**config.mk**
```make
export PLATFORM = sky130hd
export DESIGN_NAME = ads131a0x_spi_responder
export DESIGN_NICKNAME = d
export VERILOG_FILES = /design/src/rtl/ads131a0x_spi_responder_pkg.sv /design/src/rtl/ads131a0x_spi_responder_edge_sync.sv /design/src/rtl/ads131a0x_spi_responder.sv
export SDC_FILE = /design/constraint.sdc
export NUM_CORES = 1
export LEC_CHECK = 0
export ABC_CLOCK_PERIOD_IN_PS = 6020
export CORE_UTILIZATION = 40
export CTS_CLUSTER_DIAMETER = 80
export DETAILED_ROUTE_END_ITERATION = 16
export PLACE_DENSITY = 0.62
export SKIP_LAST_GASP = 1
export SLEW_MARGIN = 20
export SYNTH_ARGS = -nofsm -noshare
export SYNTH_HDL_FRONTEND = slang
export SYNTH_SLANG_ARGS = --single-unit
```
**constraint.sdc**
```tcl
create_clock -name system_clock -period 6.02 [get_ports system_clock]
set_input_delay 1.204 -clock system_clock [delete_from_list [all_inputs] [get_ports system_clock]]
set_output_delay 1.204 -clock system_clock [all_outputs]
set_load 0.02 [all_outputs]
```
**src/rtl/ads131a0x_spi_responder_pkg.sv**
```systemverilog
// Shared opcodes, response words and decode-state encoding for the ADS131A0x SPI responder.
package ads131a0x_spi_responder_pkg;

    typedef enum logic [1:0] {
        ST_UNREADY  = 2'd0,
        ST_LOCKED   = 2'd1,
        ST_UNLOCKED = 2'd2
    } dev_state_t;

    localparam logic [15:0] CMD_NULL    = 16'h0000;
    localparam logic [15:0] CMD_UNLOCK  = 16'h0655;
    localparam logic [15:0] CMD_LOCK    = 16'h0555;
    localparam logic [15:0] CMD_WAKEUP  = 16'h0033;
    localparam logic [15:0] CMD_STANDBY = 16'h0022;
    localparam logic [15:0] RESP_READY  = 16'hFF04;
    localparam logic [15:0] RESP_STATUS = 16'h2200;

    localparam logic [2:0] OP_RREG = 3'b001;
    localparam logic [2:0] OP_WREG = 3'b010;

    localparam logic [7:0] ID_REG0 = 8'h04;
    localparam logic [7:0] ID_REG1 = 8'h00;

    function automatic logic [15:0] status_word(input logic ovf);
        return RESP_STATUS | {7'd0, ovf, 8'd0};
    endfunction

endpackage

```
**src/rtl/ads131a0x_spi_responder_edge_sync.sv**
```systemverilog
// Two-flop synchronizer for an asynchronous SPI pin, with registered history for edge pulses.
module ads131a0x_spi_responder_edge_sync #(
    parameter logic RST_VAL = 1'b0
) (
    input  logic clk,
    input  logic reset,
    input  logic din,
    output logic level,
    output logic rise,
    output logic fall
);

    logic [2:0] sr;

    always_ff @(posedge clk) begin
        if (reset) sr <= {3{RST_VAL}};
        else       sr <= {sr[1:0], din};
    end

    assign level = sr[1];
    assign rise  = sr[1] & ~sr[2];
    assign fall  = ~sr[1] & sr[2];

endmodule

```
**src/rtl/ads131a0x_spi_responder.sv**
```systemverilog
// ADS131A0x device-side SPI model: command decode FSM, frame shifter, DRDY timer and 32x8 register file.
module ads131a0x_spi_responder
    import ads131a0x_spi_responder_pkg::*;
#(
    parameter int WORD_BITS   = 32,
    parameter int NUM_CH      = 4,
    parameter int DRDY_PERIOD = 12500,
    parameter int READY_DLY   = 500
) (
    input  logic                   system_clock,
    input  logic                   reset,
    input  logic                   SPI_SCLK,
    input  logic                   SPI_CS,
    input  logic                   SPI_MOSI,
    input  logic                   SPI_RESET,
    input  logic [NUM_CH*24-1:0]   ch_data,
    output logic                   SPI_MISO,
    output logic                   SPI_DRDY,
    output logic                   awake,
    output logic                   frame_done,
    output logic [15:0]            last_cmd
);

    localparam int FRAME_BITS = (NUM_CH + 1) * WORD_BITS;
    localparam int CNT_W      = $clog2(DRDY_PERIOD + 1);
    localparam int RDY_W      = $clog2(READY_DLY + 1);
    localparam logic [CNT_W-1:0] CONV_RELOAD = CNT_W'(DRDY_PERIOD - 1);
    localparam logic [RDY_W-1:0] RDY_RELOAD  = RDY_W'(READY_DLY - 1);

    logic sclk_lvl, sclk_rise, sclk_fall;
    logic cs_lvl, cs_rise, cs_fall;
    logic mosi_lvl, mosi_rise, mosi_fall;
    logic rstn_lvl, rstn_rise, rstn_fall;

    ads131a0x_spi_responder_edge_sync #(.RST_VAL(1'b0)) u_sync_sclk (
        .clk(system_clock), .reset(reset), .din(SPI_SCLK),
        .level(sclk_lvl), .rise(sclk_rise), .fall(sclk_fall));
    ads131a0x_spi_responder_edge_sync #(.RST_VAL(1'b1)) u_sync_cs (
        .clk(system_clock), .reset(reset), .din(SPI_CS),
        .level(cs_lvl), .rise(cs_rise), .fall(cs_fall));
    ads131a0x_spi_responder_edge_sync #(.RST_VAL(1'b0)) u_sync_mosi (
        .clk(system_clock), .reset(reset), .din(SPI_MOSI),
        .level(mosi_lvl), .rise(mosi_rise), .fall(mosi_fall));
    ads131a0x_spi_responder_edge_sync #(.RST_VAL(1'b1)) u_sync_rstn (
        .clk(system_clock), .reset(reset), .din(SPI_RESET),
        .level(rstn_lvl), .rise(rstn_rise), .fall(rstn_fall));

    logic unused_sync;
    assign unused_sync = ^{sclk_lvl, mosi_rise, mosi_fall, rstn_rise, rstn_fall};

    // Host-driven SPI_RESET behaves exactly like the system reset for everything past the synchronizers.
    logic dev_rst;
    assign dev_rst = reset | ~rstn_lvl;

    dev_state_t              state_q, state_d;
    logic [15:0]             rx_cmd, resp_q, resp_d, resp_out;
    logic [4:0]              bit_cnt;
    logic                    active, decode_en;
    logic [FRAME_BITS-1:0]   shreg, load_vec;
    logic [NUM_CH*24-1:0]    sample_q;
    logic [7:0]              regs [32];
    logic [7:0]              reg_rd, wr_readback;
    logic [RDY_W-1:0]        ready_cnt;
    logic [CNT_W-1:0]        conv_cnt;
    logic                    ovf_q, drdy_pend, wrap;
    logic                    awake_set, awake_clr, reg_wr, ovf_clr;

    assign decode_en = cs_rise & active & (bit_cnt == 5'd16);
    assign resp_out  = (state_q == ST_UNREADY) ? RESP_READY : resp_q;

    always_comb begin
        load_vec = '0;
        load_vec[FRAME_BITS-1 -: 16] = resp_out;
        for (int n = 0; n < NUM_CH; n++)
            load_vec[FRAME_BITS-1-(n+1)*WORD_BITS -: 24] = sample_q[n*24 +: 24];
    end

    always_ff @(posedge system_clock) begin
        if (dev_rst) begin
            shreg    <= '0;
            SPI_MISO <= 1'b0;
            active   <= 1'b0;
            bit_cnt  <= '0;
            rx_cmd   <= '0;
        end else if (cs_fall) begin
            shreg    <= load_vec;
            SPI_MISO <= 1'b0;
            active   <= 1'b1;
            bit_cnt  <= '0;
            rx_cmd   <= '0;
        end else if (cs_rise) begin
            active <= 1'b0;
        end else if (active) begin
            if (sclk_rise) {SPI_MISO, shreg} <= {shreg, 1'b0};
            if (sclk_fall && bit_cnt < 5'd16) begin
                rx_cmd  <= {rx_cmd[14:0], mosi_lvl};
                bit_cnt <= bit_cnt + 5'd1;
            end
        end
    end

    always_comb begin
        case (rx_cmd[12:8])
            5'd0:    reg_rd = ID_REG0;
            5'd1:    reg_rd = ID_REG1;
            default: reg_rd = regs[rx_cmd[12:8]];
        endcase
        wr_readback = (rx_cmd[12:8] >= 5'd2) ? rx_cmd[7:0] : reg_rd;
    end

    always_ff @(posedge system_clock) begin
        if (dev_rst) state_q <= ST_UNREADY;
        else         state_q <= state_d;
    end

    always_comb begin
        state_d = state_q;
        case (state_q)
            ST_UNREADY:  if (ready_cnt == '0) state_d = ST_LOCKED;
            ST_LOCKED:   if (decode_en && rx_cmd == CMD_UNLOCK) state_d = ST_UNLOCKED;
            ST_UNLOCKED: if (decode_en && rx_cmd == CMD_LOCK) state_d = ST_LOCKED;
            default:     state_d = ST_UNREADY;
        endcase
    end

    always_comb begin
        resp_d    = 16'h0000;
        awake_set = 1'b0;
        awake_clr = 1'b0;
        reg_wr    = 1'b0;
        ovf_clr   = 1'b0;
        case (state_q)
            ST_UNREADY: resp_d = RESP_READY;
            ST_LOCKED: begin
                if (rx_cmd == CMD_UNLOCK) begin
                    resp_d = rx_cmd;
                end else if (rx_cmd == CMD_NULL) begin
                    resp_d  = status_word(ovf_q);
                    ovf_clr = 1'b1;
                end
            end
            ST_UNLOCKED: begin
                if (rx_cmd == CMD_NULL) begin
                    resp_d  = status_word(ovf_q);
                    ovf_clr = 1'b1;
                end else if (rx_cmd == CMD_UNLOCK || rx_cmd == CMD_LOCK) begin
                    resp_d = rx_cmd;
                end else if (rx_cmd == CMD_WAKEUP) begin
                    resp_d    = rx_cmd;
                    awake_set = 1'b1;
                end else if (rx_cmd == CMD_STANDBY) begin
                    resp_d    = rx_cmd;
                    awake_clr = 1'b1;
                end else if (rx_cmd[15:13] == OP_RREG) begin
                    resp_d = {OP_RREG, rx_cmd[12:8], reg_rd};
                end else if (rx_cmd[15:13] == OP_WREG) begin
                    resp_d = {OP_RREG, rx_cmd[12:8], wr_readback};
                    reg_wr = 1'b1;
                end
            end
            default: resp_d = 16'h0000;
        endcase
    end

    always_ff @(posedge system_clock) begin
        if (dev_rst) begin
            resp_q     <= RESP_READY;
            last_cmd   <= '0;
            frame_done <= 1'b0;
            ready_cnt  <= RDY_RELOAD;
            for (int i = 0; i < 32; i++) regs[i] <= '0;
        end else begin
            frame_done <= cs_rise;
            if (state_q == ST_UNREADY && ready_cnt != '0) ready_cnt <= ready_cnt - 1'b1;
            if (decode_en) begin
                resp_q   <= resp_d;
                last_cmd <= rx_cmd;
            end
            if (decode_en && reg_wr && rx_cmd[12:8] >= 5'd2) regs[rx_cmd[12:8]] <= rx_cmd[7:0];
        end
    end

    assign wrap = awake & (conv_cnt == '0);

    // A wrap coinciding with the CS fall is not an overrun: the new sample is kept and DRDY is
    // re-asserted one cycle after the frame has captured the previous one.
    always_ff @(posedge system_clock) begin
        if (dev_rst) begin
            conv_cnt  <= CONV_RELOAD;
            awake     <= 1'b0;
            SPI_DRDY  <= 1'b1;
            drdy_pend <= 1'b0;
            ovf_q     <= 1'b0;
            sample_q  <= '0;
        end else begin
            if (decode_en && awake_clr)  conv_cnt <= CONV_RELOAD;
            else if (wrap)               conv_cnt <= CONV_RELOAD;
            else if (awake)              conv_cnt <= conv_cnt - 1'b1;

            if (decode_en && awake_set)      awake <= 1'b1;
            else if (decode_en && awake_clr) awake <= 1'b0;

            if (decode_en && awake_clr) begin
                SPI_DRDY  <= 1'b1;
                drdy_pend <= 1'b0;
            end else if (cs_fall) begin
                SPI_DRDY  <= 1'b1;
                drdy_pend <= wrap;
            end else if (drdy_pend) begin
                SPI_DRDY  <= 1'b0;
                drdy_pend <= 1'b0;
            end else if (wrap && cs_lvl) begin
                SPI_DRDY <= 1'b0;
            end

            if (wrap && (cs_lvl || cs_fall)) sample_q <= ch_data;

            if (wrap && !cs_lvl && !cs_fall) ovf_q <= 1'b1;
            else if (decode_en && ovf_clr)   ovf_q <= 1'b0;
        end
    end

endmodule

```
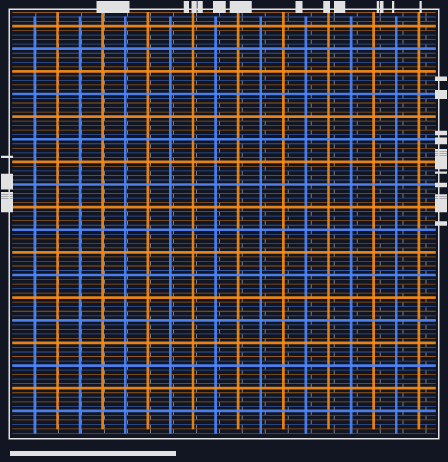
run_1/pdn.png
Scale bar: 100 um. Pins as bars on the die edge. Tap cells in grey.
colour	net
orange	VDD
blue	VSS
signal pins	122
rows	93
met1 rails	94
met5 straps	18

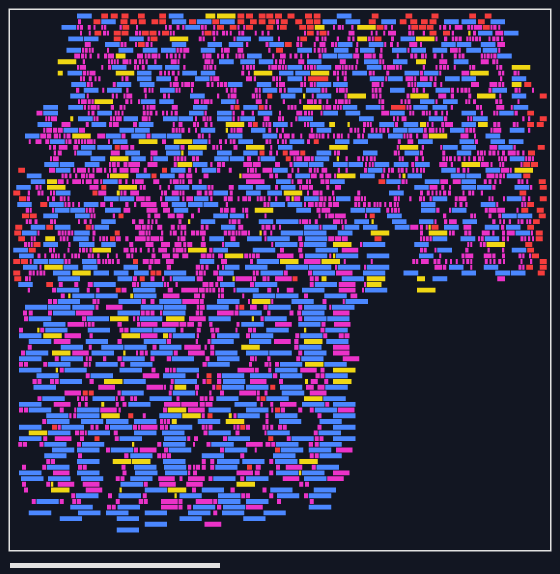
run_1/cell_classes.png
Scale bar: 100 um.
colour	class	cells
yellow	clock drivers and dummy loads	121
red	other buffers and delay cells	165
magenta	all other logic	1780
blue	flip-flops	604

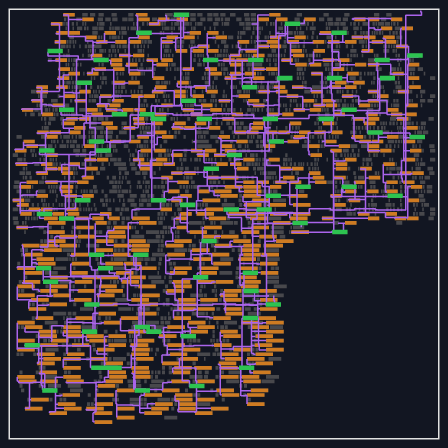
run_1/clock_map.png
[green] cells driving clock nets | count: 68
[orange] flip-flops | count: 604
[purple] clock wires | length: 7660 um
routed clock nets	69

==> qor.yml, run 1 <==
run_status:
  status: "finished with violations"
  violations: "design-rule violations"
setup_path:
  r2r_end: "regs[20][1]$_SDFFCE_PN0P_"
  max_stage_delay_ns: 0.99
  critPathKind: "primary input to register"
  reg2reg_from: "u_sync_cs.sr[2]$_SDFF_PP1_"
  cp_num_buf_inv: 2
  critPathCaptureType: "register"
  crit_family: "AND-OR/OR-AND gates"
  ff2ff_setup_slack_ns: 1.56
  worstPathMaxFanout: 21
  ff2ff_path_depth: 7
yosys:
  synth_cell_types: 69
  synth-seq-cells: 604
  syn_area_um2: 26000
  edf_count: 256
  ys_warn_count: 0
  synth-main-ff-cell: "dfxtp_1"
  synth_stat.cells: 2582
  syn_inst: 2582
clock_network:
  clock_path_buffers: 3
  clock_sinks: 604
  clock_latency_ns: 0.61
  cts_tree: "yes"
  cts_hold_buffers: 0
  cts_root_buffer: "clkbuf_16"
  cts_resized: 0
  htreeDepth: 3
  cts_buffers: 68
  cts_setup_buffers: 0
power:
  clk-power_w: 0.00395
  p_sw_share_pct: 22.2
  seq_power_share_pct: 50.8
  ir_worst_vdd_uv: 197
  p_int_w: 0.00677
  power_leader: "registers"
  combPwrFrac_pct: 3.8
  power_leakage_nw: 10.2
place:
  place_hpwl_mm: 39.3
  gp_congestion: 0.846
  dp_cells: 3403
floorplanning:
  die_y_um: 257
  num_rows: 93
  fp-utilization_pct: 40.5
  core_area_um2: 64300
  die_x_um: 257
timing:
  report.final.slew_viol_count: 0
  rsz0062_at_grt: "false"
  worst_pin_slew_ns: 1.05
  period_needed_ns: 4.56
  hold_viol: 0
  fin_crit_sh_pct: 75.7
grt:
  first_global_vias: 18600
  antenna_found_initial: 0
  track_usage_pct: 19.4
  grt_pass1_wl_mm: 103
run:
  max_cap_violations: 0
  tool_warnings: 38
cells_and_area:
  syn_to_final_growth_pct: 15.6
  drive_gt1_share_pct: 10.9
  fin_nets: 2734
  fin_cells: 3525
routing:
  postRouteAntennaNets: 0
  drcViolationCount: 1
  wire_per_inst_um: 18.4
  dr.pass1.iters: 11
  via_count: 19000
  wl_mm: 64.7
  viasPerCell: 5.39
min_path:
  min_path_type: "register to register"
  hold_depth: 1
  min_to: "u_sync_rstn.sr[1]$_SDFF_PP1_"
  hold_start: "u_sync_rstn.sr[0]$_SDFF_PP1_"
[run 1: cells by family (layout without fill, tap and decap cells)]
logic type      Yosys count  count (layout)  share of synthesized area (%)
fa+ha+maj                13              13                          0.625
simple gates           1047            1047                           18.7
other cells               1              16                         0.0144
mux                      80              80                           6.44
xor+xnor                 26              26                          0.874
flops                   604             604                           56.3
compound gates          530             530                           12.8
buf+inv                 281             354                           4.28
[run 1: layout make-up]
class	instances	area [um^2]
fill	5910	34200
sequential	604	14700
multi-input combinational	1712	10400
clock buffer	97	1920
timing repair buffer	165	1570
tap	855	1070
inverter	68	263
clock inverter	24	203
[run 1: per-stage QoR]
step | total power (W) | setup WS (ns) | util [%]
floorplan | 0.00467 | 2.38 | -
global placement | 0.00483 | 0.956 | 43.4
detailed placement | 0.00484 | 0.762 | 43.4
CTS | 0.00879 | 1.42 | 46.7
global route | 0.00898 | 1.18 | 46.8
finish | 0.00870 | 1.46 | 46.8
[run 1: synth_stat cells (11+ instances only)]
library cell    n  area [um^2]
ha_1           13          163
o221a_2        45          507
inv_1          67          251
o21ai_0        44          220
dfxtp_1       348         6970
clkbuf_1      171          642
buf_2          21          105
nor3_1         45          225
and3_1         11         68.8
nand2_1       502         1880
mux4_2         70         1580
nor2_1        175          657
nor2b_1        14         87.6
edfxtp_1      256         7690
a21oi_1       325         1630
a221oi_1       47          412
buf_1          12         45.0
and2_1        209         1310
a22oi_1        14          105
xnor2_1        17          149
nand3_1        28          140
[run 1: how the worst max path moves through the flow]
stage / from / end / slack [ns] / cells past startpoint
floorplan: reset / regs[21][0]$_SDFFCE_PN0P_ / 2.38 / 8
global placement: reset / regs[12][7]$_SDFFCE_PN0P_ / 0.96 / 7
detailed placement: reset / regs[12][3]$_SDFFCE_PN0P_ / 0.76 / 7
CTS: reset / regs[12][7]$_SDFFCE_PN0P_ / 1.42 / 7
global route: reset / regs[20][3]$_SDFFCE_PN0P_ / 1.18 / 7
finish: reset / regs[20][1]$_SDFFCE_PN0P_ / 1.46 / 7
[run 1: metal layers]
layer	share of wire (%)	track usage (%)	vias to the layer above
met4	2.6	6.08	0
met5	0	0	-
met1	45	26.9	9286
met2	47	30.8	498
met3	5.5	3.65	112
li1	-	-	9089
[run 1: cells in the final DEF (no fill, tap or decap), types with 19 or more instances in the layout]
master / count
clkbuf_16: 69
nor2_1: 175
mux4_2: 70
edfxtp_1: 256
buf_4: 42
o221a_2: 45
and2_1: 209
clkbuf_1: 19
a221oi_1: 47
a21oi_1: 325
nand3_1: 28
nor3_1: 45
dfxtp_1: 341
inv_1: 67
nand2_1: 502
o21ai_0: 33
clkdlybuf4s50_1: 121
[run 1: state kept, by name, summed over array words and instances (netlist names), 2 cells and up, named ones only]
| signal | flops |
|---|---|
| bit_cnt | 5 |
| rx_cmd | 16 |
| u_sync_mosi.sr | 2 |
| last_cmd | 16 |
| state_q | 2 |
| shreg | 152 |
| u_sync_sclk.sr | 3 |
| ready_cnt | 9 |
| u_sync_cs.sr | 3 |
| u_sync_rstn.sr | 2 |
| resp_q | 16 |
| regs | 256 |
| sample_q | 96 |
| conv_cnt | 14 |
==> inputs of run 2 (changes only) <==
ABC_CLOCK_PERIOD_IN_PS = 4550   (was 6020)
clock period = 4.55 ns   (was 6.02 ns; I/O delays follow)
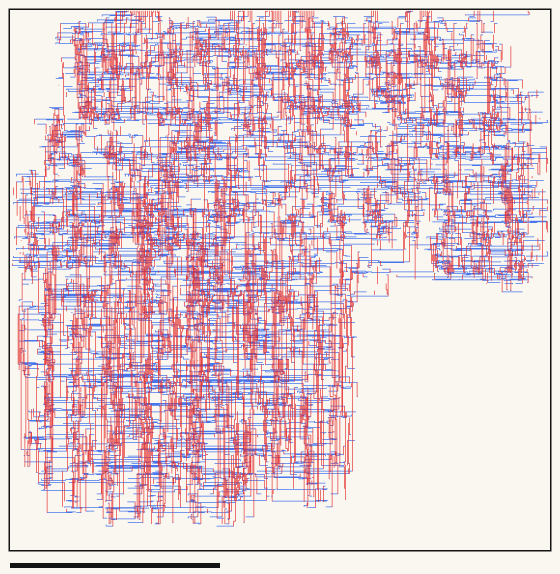
run_2/metal_stack.png
Scale bar: 100 um. Only two layers are drawn.
colour	layer	wire length
red	met2	30.8 mm
blue	met1	29.0 mm

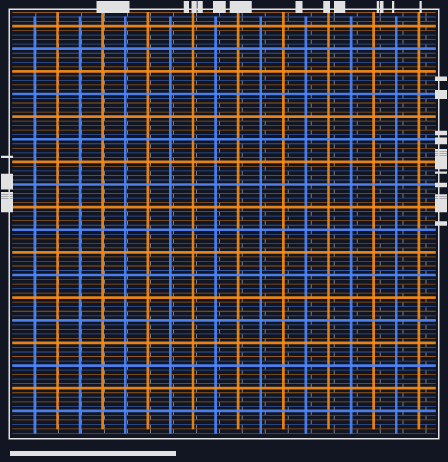
run_2/pdn.png
Scale bar: 100 um. Pins as bars on the die edge. Tap cells in grey.
colour	net
blue	VSS
orange	VDD
rows	93
met1 rails	94

==> run 2 against run 1 <==
The run still ends with design-rule violations left; largest cell class unchanged; combinational power is 36% higher; sequential power is 32% higher; critical endpoint is now regs[14][4]$_SDFFCE_PN0P_; first-iteration DRC count is 19% higher; highest routed layer unchanged; clock power is about 30% higher; register-to-register slack worse by 0.66 ns; critical path type is now register to register; critical path depth is 1 lower; global-route usage is 0.13 points higher; non-clock buffer count is 24 higher; worst setup slack worse by 0.56 ns; count of clock-buffer cells in the layout is 14 lower.
==> qor.yml, run 2 <==
routing:
  wl_mm: 65.6
  drcViolationCount: 1
  wire_per_inst_um: 18.5
  postRouteAntennaNets: 0
  dr.pass1.iters: 11
  viasPerCell: 5.38
  via_count: 19100
cells_and_area:
  largest_register_ffs: 256
  fillers: 5866
  top_register: "regs"
  syn_to_final_growth_pct: 16.1
  lay_top_cells: "nand2_1 (502), dfxtp_1 (343), a21oi_1 (325), edfxtp_1 (256), and2_1 (209)"
  drive_gt1_share_pct: 11.5
  seq_area_um2: 14700
  top_regs: "regs: 256 flops, shreg: 152 flops, sample_q: 96 flops"
place:
  gp_congestion: 0.816
yosys:
  synth_cell_types: 69
  syn_inst: 2582
  top_cell_area_share_pct: 29.5
  syn_area_um2: 26000
  ys_warn_count: 0
  synth-main-ff-cell: "dfxtp_1"
  edf_count: 256
  synth-seq-cells: 604
  synth_stat.cells: 2582
  top_area_cell: "edfxtp_1"
  ys_top_cells_by_area: "edfxtp_1 (30%), dfxtp_1 (27%), nand2_1 (7.2%)"
clock_network:
  cts_resized: 0
  clock_path_buffers: 3
  cts_tree: "yes"
  htreeDepth: 2
  cts_buffers: 61
  cts_hold_buffers: 0
  cts_root_buffer: "clkbuf_16"
  cts_setup_buffers: 0
  clock_sinks: 604
timing:
  worst_pin_slew_ns: 1.04
  hold_viol: 0
  rsz0062_at_grt: "false"
  fin_crit_sh_pct: 80.2
run:
  max_cap_violations: 0
  tool_warnings: 36
run_status:
  status: "finished with violations"
  violations: "design-rule violations"
floorplanning:
  num_rows: 93
  die_x_um: 257
  core_area_um2: 64300
  fp-utilization_pct: 40.5
setup_path:
  critPathKind: "register to register"
  critPathCaptureType: "register"
  r2r_end: "regs[14][4]$_SDFFCE_PN0P_"
  ff2ff_path_depth: 6
  ff2ff_setup_slack_ns: 0.90
grt:
  track_usage_pct: 19.6
  antenna_found_initial: 0
  first_global_vias: 18700
power:
  finalPower_w: 0.0114
  ir_worst_vdd_uv: 305
min_path:
  hold_depth: 1
  hold_start: "u_sync_rstn.sr[0]$_SDFF_PP1_"
[run 2: cell type report]
cell class / count / share of cell area (%)
clock inverter: 31 / 1.21
multi-input combinational: 1712 / 34.4
timing repair buffer: 189 / 5.90
clock buffer: 83 / 5.56
tap: 855 / 3.54
sequential: 604 / 48.5
inverter: 68 / 0.869
[run 2: power by group]
group          internal, W  total, W  switching [W]
sequential         0.00578   0.00585      0.0000609
clock              0.00298   0.00514        0.00215
combinational     0.000201  0.000451       0.000251
total              0.00897    0.0114        0.00246
[run 2: worst max path at each step]
stage	end	depth (start not counted)	slack, ns	start
detailed placement	regs[14][3]$_SDFFCE_PN0P_	7	0.50	reset
global placement	regs[14][2]$_SDFFCE_PN0P_	7	0.53	reset
finish	regs[14][4]$_SDFFCE_PN0P_	6	0.90	rx_cmd[5]$_SDFFE_PP0P_
global route	regs[14][4]$_SDFFCE_PN0P_	6	0.75	rx_cmd[1]$_SDFFE_PP0P_
CTS	regs[14][4]$_SDFFCE_PN0P_	6	0.93	rx_cmd[5]$_SDFFE_PP0P_
floorplan	regs[21][0]$_SDFFCE_PN0P_	8	1.20	reset
[run 2: cells by family (layout without fill, tap and decap cells)]
kind of cell,after synthesis,in the layout,synth area share (%)
multiplexers,80,80,6.44
flip-flops,604,604,56.3
buffers and inverters,281,371,4.28
XOR/XNOR,26,26,0.874
AND-OR/OR-AND,530,530,12.8
AND/OR/NAND/NOR,1047,1047,18.7
adder cells (fa/ha/maj),13,13,0.625
other,1,16,0.0144
[run 2: metal layers]
metal,global-route usage [%],wire [um]
met1,26.8,29000
met2,31.6,30800
met3,2.96,3800
met4,6.43,1970
met5,0,0
[run 2: per-stage QoR]
step | worst slack [ns] | util, % | std cells | hold slack [ns]
3_3_place_gp | 0.528 | 43.7 | 3426 | 0.404
6_report | 0.900 | 47.0 | 3542 | 0.416
2_1_floorplan | 1.20 | - | 2597 | 0.389
5_1_grt | 0.749 | 47.0 | 3542 | 0.423
3_5_place_dp | 0.496 | 43.7 | 3426 | 0.404
4_1_cts | 0.928 | 46.9 | 3540 | 0.418
[run 2: worst max-delay path, cell delays in order, from the launching register on]
cell and delay (ns):
dfxtp_2 0.98, or4_1 0.22, nor3_1 0.08, a2111oi_2 0.57
nand2_1 0.68, o21ai_0 0.58, buf_4 0.23
Power is estimated from default activity; no workload was simulated.
